`config.mk`:
```
export PLATFORM = sky130hd
export DESIGN_NAME = spi_burst_engine
export DESIGN_NICKNAME = d
export VERILOG_FILES = /design/src/rtl/spi_burst_engine_pkg.sv /design/src/rtl/spi_burst_engine_byte_fifo.sv /design/src/rtl/spi_burst_engine.sv
export SDC_FILE = /design/constraint.sdc
export NUM_CORES = 1
export LEC_CHECK = 0
export ABC_AREA = 0
export CORE_UTILIZATION = 39
export DETAILED_ROUTE_END_ITERATION = 7
export PLACE_DENSITY = 0.62
export SYNTH_ARGS = -nofsm -noshare
export SYNTH_HDL_FRONTEND = slang
export SYNTH_HIERARCHICAL = 1
export SYNTH_SLANG_ARGS = --single-unit
```
`constraint.sdc`:
```
create_clock -name clk -period 3.95 [get_ports clk]
set_input_delay 0.79 -clock clk [delete_from_list [all_inputs] [get_ports clk]]
set_output_delay 0.79 -clock clk [all_outputs]
set_load 0.01 [all_outputs]
```
`src/rtl/spi_burst_engine_pkg.sv`:
```
`default_nettype none
//==============================================================================
// Module      : spi_burst_engine_pkg
// Description : Shared definitions for the SPI burst sequencer: FSM state
//               encodings, the fill byte sent on an empty TX FIFO, and the
//               default chip-select setup/hold cycle counts.
// Ports       : none (package)
// Revision    : 1.0 - initial release
//==============================================================================
package spi_burst_engine_pkg;

   // Burst sequencer states
   localparam logic [2:0] c_ST_IDLE  = 3'd0;
   localparam logic [2:0] c_ST_SETUP = 3'd1;
   localparam logic [2:0] c_ST_ISSUE = 3'd2;
   localparam logic [2:0] c_ST_WAIT  = 3'd3;
   localparam logic [2:0] c_ST_HOLD  = 3'd4;

   // Byte shifted out when the TX FIFO runs dry (fill-enabled builds)
   localparam logic [7:0] c_FILL_BYTE = 8'hFF;

   // Default chip-select timing, in clk cycles
   localparam int c_DEFAULT_CS_SETUP = 2;
   localparam int c_DEFAULT_CS_HOLD  = 2;

endpackage : spi_burst_engine_pkg
`default_nettype wire

```
`src/rtl/spi_burst_engine_byte_fifo.sv`:
```
`default_nettype none
//==============================================================================
// Module      : spi_burst_engine_byte_fifo
// Description : Synchronous show-ahead FIFO used for the TX and RX byte queues.
//               Push and pop may occur in the same cycle in any state; a push
//               into a full FIFO is accepted only when a pop frees the slot in
//               the same cycle, a pop on an empty FIFO is dropped.
// Ports       : clk, rst (async, active-high)
//               wr/din   - push request and data
//               rd       - pop request
//               dout     - head entry, valid while !empty
//               full     - occupancy == DEPTH
//               empty    - occupancy == 0
// Revision    : 1.0 - initial release
//==============================================================================
module spi_burst_engine_byte_fifo #(
   parameter int DEPTH = 16,            // power of two, >= 4
   parameter int WIDTH = 8
) (
   input  logic             clk,
   input  logic             rst,
   input  logic             wr,
   input  logic [WIDTH-1:0] din,
   input  logic             rd,
   output logic [WIDTH-1:0] dout,
   output logic             full,
   output logic             empty
);

   localparam int c_AW = $clog2(DEPTH);
   localparam int c_CW = c_AW + 1;
   localparam logic [c_CW-1:0] c_FULL_CNT = c_CW'(DEPTH);
   localparam logic [c_CW-1:0] c_CNT_ONE  = c_CW'(1);
   localparam logic [c_AW-1:0] c_PTR_ONE  = c_AW'(1);

   logic [WIDTH-1:0] r_mem [DEPTH];
   logic [c_AW-1:0]  r_wr_ptr;
   logic [c_AW-1:0]  r_rd_ptr;
   logic [c_CW-1:0]  r_count;
   logic             w_push;
   logic             w_pop;

   assign empty  = (r_count == '0);
   assign full   = (r_count == c_FULL_CNT);
   assign dout   = r_mem[r_rd_ptr];
   assign w_pop  = rd && !empty;
   assign w_push = wr && (!full || w_pop);

   // Storage needs no reset; only pointers and occupancy define validity.
   always_ff @(posedge clk) begin
      if (w_push) begin
         r_mem[r_wr_ptr] <= din;
      end
   end

   // Pointers wrap naturally because DEPTH is a power of two.
   always_ff @(posedge clk or posedge rst) begin
      if (rst) begin
         r_wr_ptr <= '0;
         r_rd_ptr <= '0;
         r_count  <= '0;
      end else begin
         if (w_push) begin
            r_wr_ptr <= r_wr_ptr + c_PTR_ONE;
         end
         if (w_pop) begin
            r_rd_ptr <= r_rd_ptr + c_PTR_ONE;
         end
         case ({w_push, w_pop})
            2'b10:   r_count <= r_count + c_CNT_ONE;
            2'b01:   r_count <= r_count - c_CNT_ONE;
            default: r_count <= r_count;
         endcase
      end
   end

endmodule : spi_burst_engine_byte_fifo
`default_nettype wire

```
`src/rtl/spi_burst_engine.sv`:
```
`default_nettype none
//==============================================================================
// Module      : spi_burst_engine
// Description : Multi-byte SPI burst sequencer between the command/UART layer
//               and spi_host. Outgoing bytes are queued in a TX FIFO and sent
//               burst_len at a time under one chip-select window; received
//               bytes are queued in an RX FIFO for upstream to drain.
// Build macro : SPI_BURST_FILL_EN - when defined, an empty TX FIFO does not
//               stall a burst; 8'hFF is shifted out instead.
// Ports       : clk, rst (async, active-high)
//               start/burst_len/keep_cs - burst command (sampled in IDLE)
//               busy/done               - burst status
//               tx_wr/tx_din/tx_full    - TX FIFO push side
//               rx_rd/rx_dout/rx_empty  - RX FIFO pop side (show-ahead)
//               transfer_req/ready/done, to_agent/from_agent - spi_host link
//               cs_n                    - SPI chip select, active-low
// Revision    : 1.0 - initial release
//==============================================================================
module spi_burst_engine
   import spi_burst_engine_pkg::*;
#(
   parameter int FIFO_DEPTH = 16,
   parameter int LEN_W      = 16,
   parameter int CS_SETUP   = c_DEFAULT_CS_SETUP,   // >= 1
   parameter int CS_HOLD    = c_DEFAULT_CS_HOLD     // >= 1
) (
   input  logic             clk,
   input  logic             rst,
   input  logic             start,
   input  logic [LEN_W-1:0] burst_len,
   input  logic             keep_cs,
   output logic             busy,
   output logic             done,
   input  logic             tx_wr,
   input  logic [7:0]       tx_din,
   output logic             tx_full,
   input  logic             rx_rd,
   output logic [7:0]       rx_dout,
   output logic             rx_empty,
   output logic             transfer_req,
   input  logic             transfer_ready,
   input  logic             transfer_done,
   output logic [7:0]       to_agent,
   input  logic [7:0]       from_agent,
   output logic             cs_n
);

   localparam int c_TMR_MAX = (CS_SETUP > CS_HOLD) ? CS_SETUP : CS_HOLD;
   localparam int c_TMR_W   = (c_TMR_MAX > 1) ? $clog2(c_TMR_MAX) : 1;
   localparam logic [c_TMR_W-1:0] c_SETUP_LAST = c_TMR_W'(CS_SETUP - 1);
   localparam logic [c_TMR_W-1:0] c_HOLD_LAST  = c_TMR_W'(CS_HOLD - 1);
   localparam logic [c_TMR_W-1:0] c_TMR_ONE    = c_TMR_W'(1);
   localparam logic [LEN_W-1:0]   c_LEN_ONE    = LEN_W'(1);

   logic [2:0]         r_state;
   logic               r_busy;
   logic               r_done;
   logic               r_req;
   logic               r_cs_n;
   logic               r_keep_cs;
   logic [7:0]         r_to_agent;
   logic [LEN_W-1:0]   r_remaining;
   logic [c_TMR_W-1:0] r_timer;

   logic [7:0]         w_tx_head;
   logic [7:0]         w_tx_byte;
   logic               w_tx_empty;
   logic               w_rx_full;
   logic               w_tx_ok;
   logic               w_can_issue;
   logic               w_tx_pop;
   logic               w_rx_push;

   //---------------------------------------------------------------------------
   // Issue qualification
   //---------------------------------------------------------------------------
`ifdef SPI_BURST_FILL_EN
   assign w_tx_ok = 1'b1;
`else
   assign w_tx_ok = !w_tx_empty;
`endif

   // The fill byte can only reach to_agent in fill-enabled builds, because
   // otherwise an empty TX FIFO never qualifies an issue.
   assign w_tx_byte = w_tx_empty ? c_FILL_BYTE : w_tx_head;

   // At most one byte is ever in flight and it lands in the RX FIFO before
   // the FSM returns to ISSUE, so "not full" here already accounts for it.
   assign w_can_issue = (r_state == c_ST_ISSUE) && transfer_ready &&
                        w_tx_ok && !w_rx_full;
   assign w_tx_pop    = w_can_issue && !w_tx_empty;
   assign w_rx_push   = (r_state == c_ST_WAIT) && transfer_done;

   //---------------------------------------------------------------------------
   // Byte FIFOs
   //---------------------------------------------------------------------------
   spi_burst_engine_byte_fifo #(
      .DEPTH (FIFO_DEPTH),
      .WIDTH (8)
   ) u_tx_fifo (
      .clk   (clk),
      .rst   (rst),
      .wr    (tx_wr),
      .din   (tx_din),
      .rd    (w_tx_pop),
      .dout  (w_tx_head),
      .full  (tx_full),
      .empty (w_tx_empty)
   );

   spi_burst_engine_byte_fifo #(
      .DEPTH (FIFO_DEPTH),
      .WIDTH (8)
   ) u_rx_fifo (
      .clk   (clk),
      .rst   (rst),
      .wr    (w_rx_push),
      .din   (from_agent),
      .rd    (rx_rd),
      .dout  (rx_dout),
      .full  (w_rx_full),
      .empty (rx_empty)
   );

   //---------------------------------------------------------------------------
   // Burst sequencer and chip-select timer
   //---------------------------------------------------------------------------
   always_ff @(posedge clk or posedge rst) begin
      if (rst) begin
         r_state     <= c_ST_IDLE;
         r_busy      <= 1'b0;
         r_done      <= 1'b0;
         r_req       <= 1'b0;
         r_cs_n      <= 1'b1;
         r_keep_cs   <= 1'b0;
         r_to_agent  <= 8'h00;
         r_remaining <= '0;
         r_timer     <= '0;
      end else begin
         r_req  <= 1'b0;
         r_done <= 1'b0;
         case (r_state)
            c_ST_IDLE: begin
               if (start) begin
                  if (burst_len == '0) begin
                     // Empty burst: acknowledge only, chip select untouched.
                     r_done <= 1'b1;
                  end else begin
                     r_remaining <= burst_len;
                     r_keep_cs   <= keep_cs;
                     r_busy      <= 1'b1;
                     r_cs_n      <= 1'b0;
                     r_timer     <= '0;
                     // cs_n still low from a keep_cs burst: setup already met.
                     r_state     <= r_cs_n ? c_ST_SETUP : c_ST_ISSUE;
                  end
               end
            end

            c_ST_SETUP: begin
               if (r_timer == c_SETUP_LAST) begin
                  r_timer <= '0;
                  r_state <= c_ST_ISSUE;
               end else begin
                  r_timer <= r_timer + c_TMR_ONE;
               end
            end

            c_ST_ISSUE: begin
               if (w_can_issue) begin
                  r_req      <= 1'b1;
                  r_to_agent <= w_tx_byte;
                  r_state    <= c_ST_WAIT;
               end
            end

            c_ST_WAIT: begin
               if (transfer_done) begin
                  r_remaining <= r_remaining - c_LEN_ONE;
                  if (r_remaining == c_LEN_ONE) begin
                     r_timer <= '0;
                     r_state <= c_ST_HOLD;
                  end else begin
                     r_state <= c_ST_ISSUE;
                  end
               end
            end

            c_ST_HOLD: begin
               if (r_keep_cs) begin
                  r_done  <= 1'b1;
                  r_busy  <= 1'b0;
                  r_state <= c_ST_IDLE;
               end else if (r_timer == c_HOLD_LAST) begin
                  r_cs_n  <= 1'b1;
                  r_done  <= 1'b1;
                  r_busy  <= 1'b0;
                  r_state <= c_ST_IDLE;
               end else begin
                  r_timer <= r_timer + c_TMR_ONE;
               end
            end

            default: begin
               r_state <= c_ST_IDLE;
            end
         endcase
      end
   end

   assign busy         = r_busy;
   assign done         = r_done;
   assign transfer_req = r_req;
   assign to_agent     = r_to_agent;
   assign cs_n         = r_cs_n;

endmodule : spi_burst_engine
`default_nettype wire

```
==> results.txt, run 1 <==
Main metrics from the flow reports.

The number of instances in the synthesized netlist is 825. The first global-routing pass estimated approximately 43000 um of wire. STA classifies the critical path endpoint as an output pin.

After routing the design area is 15500 um^2. The sum of net half-perimeters after detailed placement came out at 18100 um. The relative max-transition margin came out at 0.336.

The final total negative setup slack came out at 0 ns. The worst setup path is of the flip-flop to output pin kind. The sequential power share is 0.420. The netlist area before placement is 13500 um^2.

The cell sequence reported for the critical path is buf_12, mux4_2, a22oi_1, nand2_1, clkdlybuf4s50_1. The antenna diode count came out at 0. The clock-pin slew on the worst setup and hold paths came out at 0.06 ns. The fraction of final layout cells with drive strength greater than 1 is 0.160.

Setup repair after global routing left no endpoint under its margin. Per the cell usage report, the commonest logic cell in the layout is sky130_fd_sc_hd__edfxtp_1. For reference, the post-synthesis area per instance comes to between 15 and 20 um^2. The number of clock sinks seen by CTS came out at 315. The flow ran to the end, and the final reports show no timing, DRC or antenna violations. The count of placed standard cells in the final layout, fillers left out came out at about 1400. Looking at the critical path, the single cell with the biggest stage delay is sky130_fd_sc_hd__mux4_2. The OpenROAD report gives the critical path a data arrival time of 2.73 ns.

The net count after synthesis came out at 885. The path category of the worst min-delay check is flip-flop to flip-flop. The count of pins on the block boundary came out at 62. In the final layout, the multi-input gates occupy 4030 um^2. The switching power total is 0.00342 W. In this design, the largest share of critical-path delay is due to buffers and inverters.

The commonest cells after synthesis are sky130_fd_sc_hd__edfxtp_1, sky130_fd_sc_hd__mux4_2, sky130_fd_sc_hd__dfrtp_1, sky130_fd_sc_hd__nand2_1, sky130_fd_sc_hd__a22oi_1. The number of CTS-inserted buffers is 34. The max-capacitance violation count is 0.

In the post-route analysis, the smallest setup slack over all paths is 0.434 ns. The area fraction of the largest cell type after synthesis is 0.571.
[run 1: power groups by stage]
stage	clock network [W]	logic (W)	registers, W
2_1_floorplan	0	0.00247	0.00438
3_3_place_gp	0	0.00336	0.00455
3_5_place_dp	0	0.00340	0.00456
4_1_cts	0.00293	0.00342	0.00450
5_1_grt	0.00304	0.00368	0.00457
6_report	0.00284	0.00337	0.00450
[run 1: cell type report]
cell class	instances	area share
flip-flops and latches	315	0.590
multi-input cells	452	0.259
clock buffers	40	0.0562
repair buffers	70	0.0445
well taps	448	0.0361
clock inverters	20	0.00741
inverters	24	0.00580
[run 1: sequential cells by signal, summed over array words and instances, names as in the netlist, 4 cells and up]
register	flops
to_agent	8
u_rx_fifo/r_wr_ptr	4
u_rx_fifo/r_mem	128
u_rx_fifo/r_count	5
u_tx_fifo/r_wr_ptr	4
u_tx_fifo/r_count	5
r_remaining	16
u_tx_fifo/r_rd_ptr	4
u_rx_fifo/r_rd_ptr	4
u_tx_fifo/r_mem	128
[run 1: worst paths after layout]
path | from | end | depth (start not counted)
min | r_remaining[5] | r_remaining[5] | 1
max reg2reg | u_tx_fifo/r_count[1] | u_tx_fifo/r_count[4] | 13
min in group asynchronous | rst | u_tx_fifo/r_wr_ptr[3] | 2
max in group asynchronous | rst | to_agent[2] | 3
max | u_rx_fifo/r_rd_ptr[0] | rx_dout[6] | 5
min reg2reg | r_remaining[5] | r_remaining[5] | 1
[run 1: cell families after synthesis]
kind of cell    Yosys count  synth area share
compound gates          121            0.0626
fa+ha+maj                20            0.0197
simple gates            219            0.0903
xor+xnor                 18            0.0117
buf+inv                  58            0.0198
flops                   315             0.681
mux                      74             0.115
[run 1: layer usage]
metal  part of all wire  vias up
met5                  0        -
met4              0.016        0
met3              0.045       37
met2               0.49      166
met1               0.45     3767
li1                   -     3400
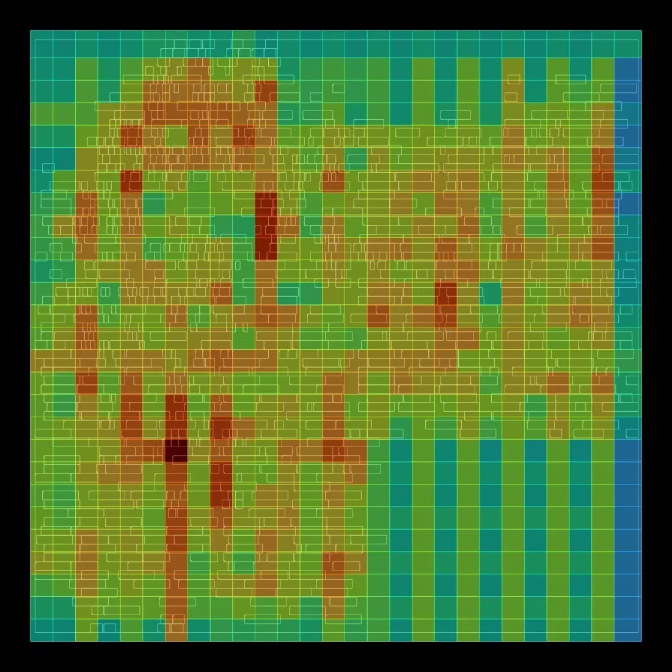
Figure 1: run 1, track usage over the die.
final core occ: 0.460
global-route track usage on met3: 0.0255
global routing usage summed across all routing layers: 0.158

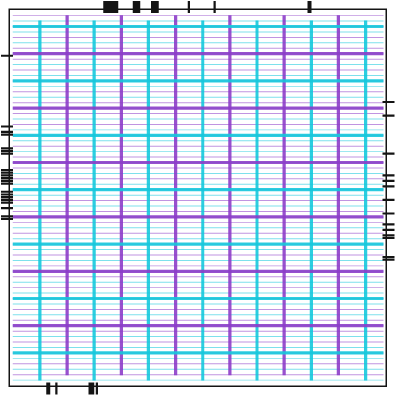
Figure 2: run 1, power grid.
Scale: 2 px per um. Pins as bars on the die edge.
[VSS] cyan
[VDD] purple
met1 rails: 68
rows: 67
signal pins: 62
met4 straps: 13
Max VDD drop: 0.478 mV
x dimension of the die: 188 um
core footprint: 33800 um^2

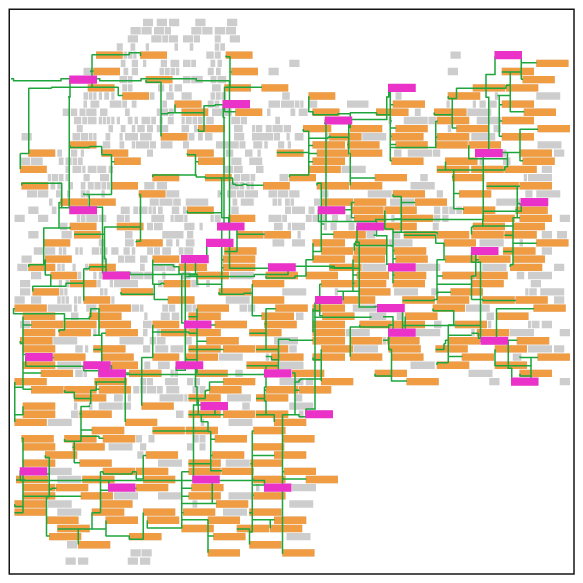
Figure 3: run 1, clock distribution.
Scale: 3 px per um.
[clock wires] green | length: 3680 um
[flip-flops] orange | count: 315
[clock drivers] magenta | count: 34
flops lie: widely spread
clock-net power: 0.00284 W
Worst-Skew Late Latency: 0.50 ns
Clock power frac: 0.265
setup clock skew after layout: 0.0182 ns

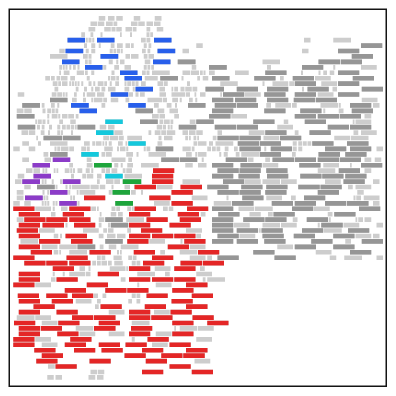
Figure 4: run 1, register map, names as in the netlist.
Scale: 2 px per um. Other sequential cells in the stronger gray, the rest of the logic in the fainter gray.
[u_tx_fifo/r_rd_ptr] green | flops: 4
[u_tx_fifo/r_mem] red | flops: 128
[to_agent] purple | flops: 8 | where: west
[u_tx_fifo/r_count] cyan | flops: 5
[r_remaining] blue | flops: 16 | where: north-west
register area: 9170 um^2
flop share of the area: 0.590
total sequential power: 0.00450 W

==> run 2, diff against run 1 <==
CAP_MARGIN = 15   (was unset)
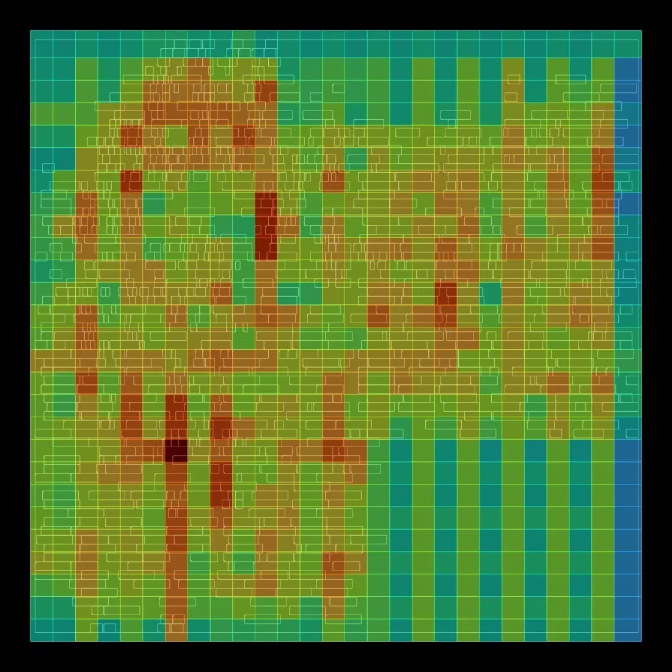
Figure 5: run 2, track usage over the die.
met1 track demand over resource: 0.215
Routed WL per cell: 20.2 um
met2 usage in global routing: 0.266

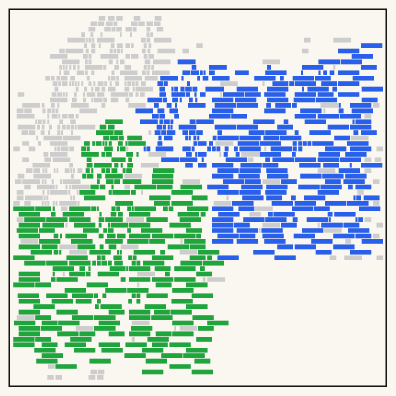
Figure 6: run 2, placement by RTL instance.
Scale: 2 px per um. Other cells in gray.
[u_tx_fifo] green | cells: 285
[u_rx_fifo] blue | cells: 290
Cell Count, Final, Fillers Out: 1369
die area: 35300 um^2

==> run 2 against run 1 <==
Largest cell class unchanged. Critical path depth did not move. Die size did not move. Hold slack did not move. Critical path type unchanged. Core utilization did not move. Sequential cell count did not move. Design area did not move. Wire length did not move.
==> results.txt, run 2 <==
Main metrics from the flow reports.

The kind of end point of the critical path is an output pin (unchanged). The critical path's slowest cell is sky130_fd_sc_hd__mux4_2 (unchanged). The met2 layer wire length in the routed design is 13700 um (unchanged).

The path category of the worst min-delay check is flip-flop to flip-flop (unchanged). The kind of critical path is flip-flop to output pin (unchanged). The antenna diode count is 0 (unchanged).

The power per standard cell area was 690 nW/um^2 (unchanged). The global-route usage over all layers is 0.158 (unchanged). The final standard cell utilization of the core came out at 0.460 (unchanged). The core area is 33800 um^2 (unchanged). The clock tree skew after final layout is 0.0182 ns (unchanged).

The global routing usage on met3 came out at 0.0255 (unchanged). Top cells by instance count after synthesis: sky130_fd_sc_hd__edfxtp_1, sky130_fd_sc_hd__mux4_2, sky130_fd_sc_hd__dfrtp_1, sky130_fd_sc_hd__nand2_1, sky130_fd_sc_hd__a22oi_1 (unchanged). The number of CTS-inserted buffers is 34 (unchanged). The highest metal layer with signal wires is met4 (unchanged). The net count after synthesis is 885 (unchanged). The relative max-transition margin came to 0.336 (unchanged). The top cell type's share of synthesized area is 0.571 (unchanged). The signal arrival time at the worst endpoint is 2.73 ns (about the same).

The netlist area before placement came out at 13500 um^2 (unchanged). The final total negative setup slack came out at 0 ns (unchanged). The detailed-routing wirelength on met1 came out at 12300 um (unchanged). The number of instances in the synthesized netlist came out at 825 (unchanged). The sum of net half-perimeters after detailed placement is 18100 um (unchanged). The source-to-sink clock delay at the later pin of the worst-skew pair came to 0.50 ns (about the same).

The count of library flops with an enable pin came out at 256 (unchanged). The clock-pin slew on the worst setup and hold paths is 0.06 ns (about the same). Result of the run: finished clean (unchanged). The fraction of final layout cells with drive strength greater than 1 came out at 0.160 (unchanged). The number of clock sinks seen by CTS came out at 315 (unchanged).
## run 2: cell counts after synthesis
No cell type changed its count.
## run 2: through the flow
step	instances	hold slack, ns
final	1369	0.476
after global routing	1369	0.509
after CTS	1369	0.477
after detailed placement	1309	0.465
after global placement	1309	0.466
after floorplan	825	0.441
## run 2: path summary, 6_finish.rpt
| kind | from | end | slack, ns | cells after the start |
|---|---|---|---|---|
| worst max-delay path | u_rx_fifo/r_rd_ptr[0] | rx_dout[6] | 0.43 | 5 |
| worst min-delay path | r_remaining[5] | r_remaining[5] | 0.48 | 1 |
| worst max register to register | u_tx_fifo/r_count[1] | u_tx_fifo/r_count[4] | 1.00 | 13 |
| worst min register to register | r_remaining[5] | r_remaining[5] | 0.48 | 1 |
| max in group asynchronous | rst | to_agent[2] | 2.28 | 3 |
| min in group asynchronous | rst | u_tx_fifo/r_wr_ptr[3] | 0.77 | 2 |
## run 2: final cells by class
cell class                 instances  area, um^2  area share
multi-input combinational        452        4030       0.259
inverter                          24        90.1     0.00580
clock inverter                    20         115     0.00741
sequential                       315        9170       0.590
tap                              448         561      0.0361
timing repair buffer              70         691      0.0445
clock buffer                      40         873      0.0562
## run 2: power by group
part	internal (W)	total, W	leakage [nW]	switching [W]
registers	0.00407	0.00450	2.99	0.000433
clock network	0.00159	0.00284	0.488	0.00125
logic	0.00163	0.00337	1.86	0.00174
## run 2: kinds of logic after synthesis
logic type                 Yosys count  share of synthesized area
AOI/OAI and AO/OA                  121                     0.0626
xor gates and xnor gates            18                     0.0117
adders and majority gates           20                     0.0197
buffers and inverters               58                     0.0198
DFF                                315                      0.681
muxes                               74                      0.115
and+or+nand+nor                    219                     0.0903
==> run 3, diff against run 2 <==
SKIP_CTS_REPAIR_TIMING = 1   (was unset)
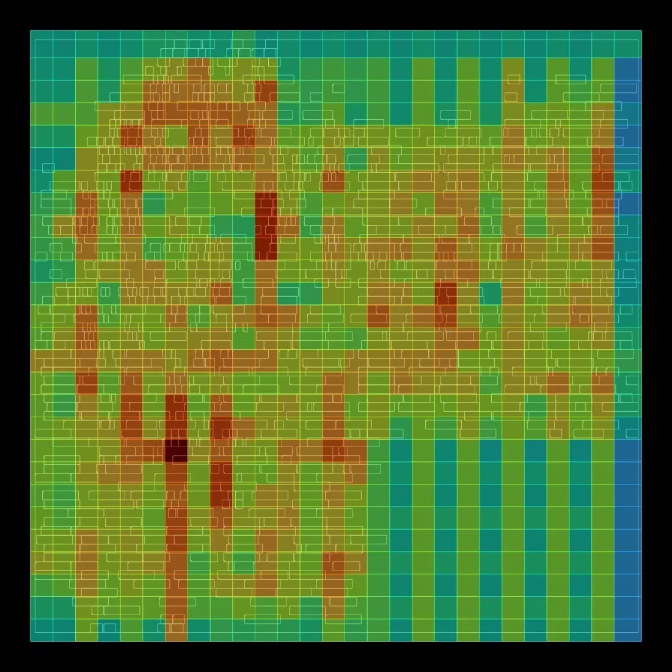
Figure 7: run 3, track usage over the die.
Top Usage Layer GRT: met2

==> run 3 against run 2 <==
Sequential share of layout area unchanged. Critical path type unchanged. Via count stayed put. Highest routed layer unchanged. Total power did not move. Global-route usage unchanged. Wire length unchanged. Critical path depth did not move.
==> results.txt, run 3 <==
Main metrics from the flow reports.

Result of the run: finished clean (unchanged). The kind of critical path is flip-flop to output pin (unchanged). The count of pins on the block boundary was 62 (unchanged). The number of CTS-inserted buffers came out at 34 (unchanged). The critical path's slowest cell was sky130_fd_sc_hd__mux4_2 (unchanged). The met2 layer wire length in the routed design was 13700 um (unchanged). The final total negative setup slack is 0 ns (unchanged). Chain of cells forming the critical path: buf_12, mux4_2, a22oi_1, nand2_1, clkdlybuf4s50_1 (unchanged). The sequential cell area in the final layout came out at 9170 um^2 (unchanged).

The global routing usage on met3 came out at 0.0255 (unchanged). The net count after synthesis is 885 (unchanged). The netlist area before placement came out at 13500 um^2 (unchanged).

The detailed-routing wirelength on met1 was 12300 um (unchanged). Top cells by instance count after synthesis: sky130_fd_sc_hd__edfxtp_1, sky130_fd_sc_hd__mux4_2, sky130_fd_sc_hd__dfrtp_1, sky130_fd_sc_hd__nand2_1, sky130_fd_sc_hd__a22oi_1 (unchanged). The clock tree skew after final layout is 0.0182 ns (unchanged). The core area is 33800 um^2 (unchanged). The routed wirelength normalized by instance count was 20.2 um (unchanged). The sum of net half-perimeters after detailed placement came out at 18100 um (unchanged). The count of library flops with an enable pin is 256 (unchanged). Setup repair after global routing missed its margin: false (unchanged). The source-to-sink clock delay at the later pin of the worst-skew pair is 0.50 ns (about the same). The met1 track demand over resource is 0.215 (unchanged). The kind of end point of the critical path is an output pin (unchanged). The relative max-transition margin came out at 0.336 (unchanged). The signal arrival time at the worst endpoint is 2.73 ns (about the same). The number of clock sinks seen by CTS is 315 (unchanged).

The top cell type's share of synthesized area came out at 0.571 (unchanged). The peak ir drop on the vdd network is 0.478 mV (unchanged). The wire length of the first global-routing pass is 43200 um (unchanged). The combinational gate area came out at 4030 um^2 (unchanged).
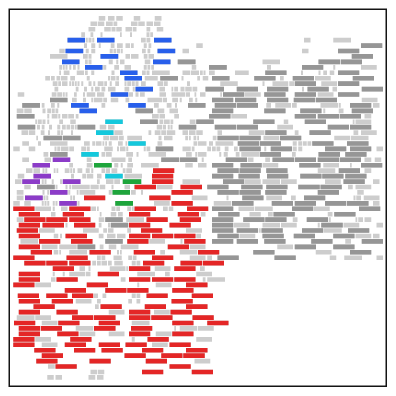
Figure 8: run 3, register map, names as in the netlist.
Scale: 2 px per um. Other sequential cells in the stronger gray, the rest of the logic in the fainter gray.
[to_agent] purple | flops: 8 | where: west
[u_tx_fifo/r_count] cyan | flops: 5
[r_remaining] blue | flops: 16 | where: north-west
[u_tx_fifo/r_mem] red | flops: 128
[u_tx_fifo/r_rd_ptr] green | flops: 4

[run 3: cell counts in the layout (fill, tap and decap cells not counted)]
Identical to the previous run, type by type.
[run 3: final timing paths]
kind	startpoint	to	slack (ns)
max reg2reg	u_tx_fifo/r_count[1]	u_tx_fifo/r_count[4]	1.00
min	r_remaining[5]	r_remaining[5]	0.48
min reg2reg	r_remaining[5]	r_remaining[5]	0.48
max in group asynchronous	rst	to_agent[2]	2.28
min in group asynchronous	rst	u_tx_fifo/r_wr_ptr[3]	0.77
max	u_rx_fifo/r_rd_ptr[0]	rx_dout[6]	0.43
[run 3: stage by stage]
stage / hold slack [ns] / area (um^2) / total power (W) / utilization / cells
2_1_floorplan: 0.441 / 13500 / 0.00685 / - / 825
3_3_place_gp: 0.466 / 14500 / 0.00792 / 0.430 / 1309
3_5_place_dp: 0.465 / 14500 / 0.00796 / 0.430 / 1309
4_1_cts: 0.477 / 15500 / 0.0108 / 0.460 / 1369
5_1_grt: 0.509 / 15500 / 0.0113 / 0.460 / 1369
6_report: 0.476 / 15500 / 0.0107 / 0.460 / 1369
[run 3: where the power goes]
group          internal [W]  switching (W)  leakage (nW)
combinational       0.00163        0.00174          1.86
clock               0.00159        0.00125         0.488
sequential          0.00407       0.000433          2.99
[run 3: area by class of cell]
class | instances | share of cell area
multi-input combinational | 452 | 0.259
timing repair buffer | 70 | 0.0445
tap | 448 | 0.0361
inverter | 24 | 0.00580
clock buffer | 40 | 0.0562
clock inverter | 20 | 0.00741
sequential | 315 | 0.590
[run 3: cell families after synthesis]
logic type / share of synthesized area
mux: 0.115
xor+xnor: 0.0117
fa+ha+maj: 0.0197
flops: 0.681
buf+inv: 0.0198
simple gates: 0.0903
compound gates: 0.0626
No activity file was given, so power comes from the tool's default toggle rates.
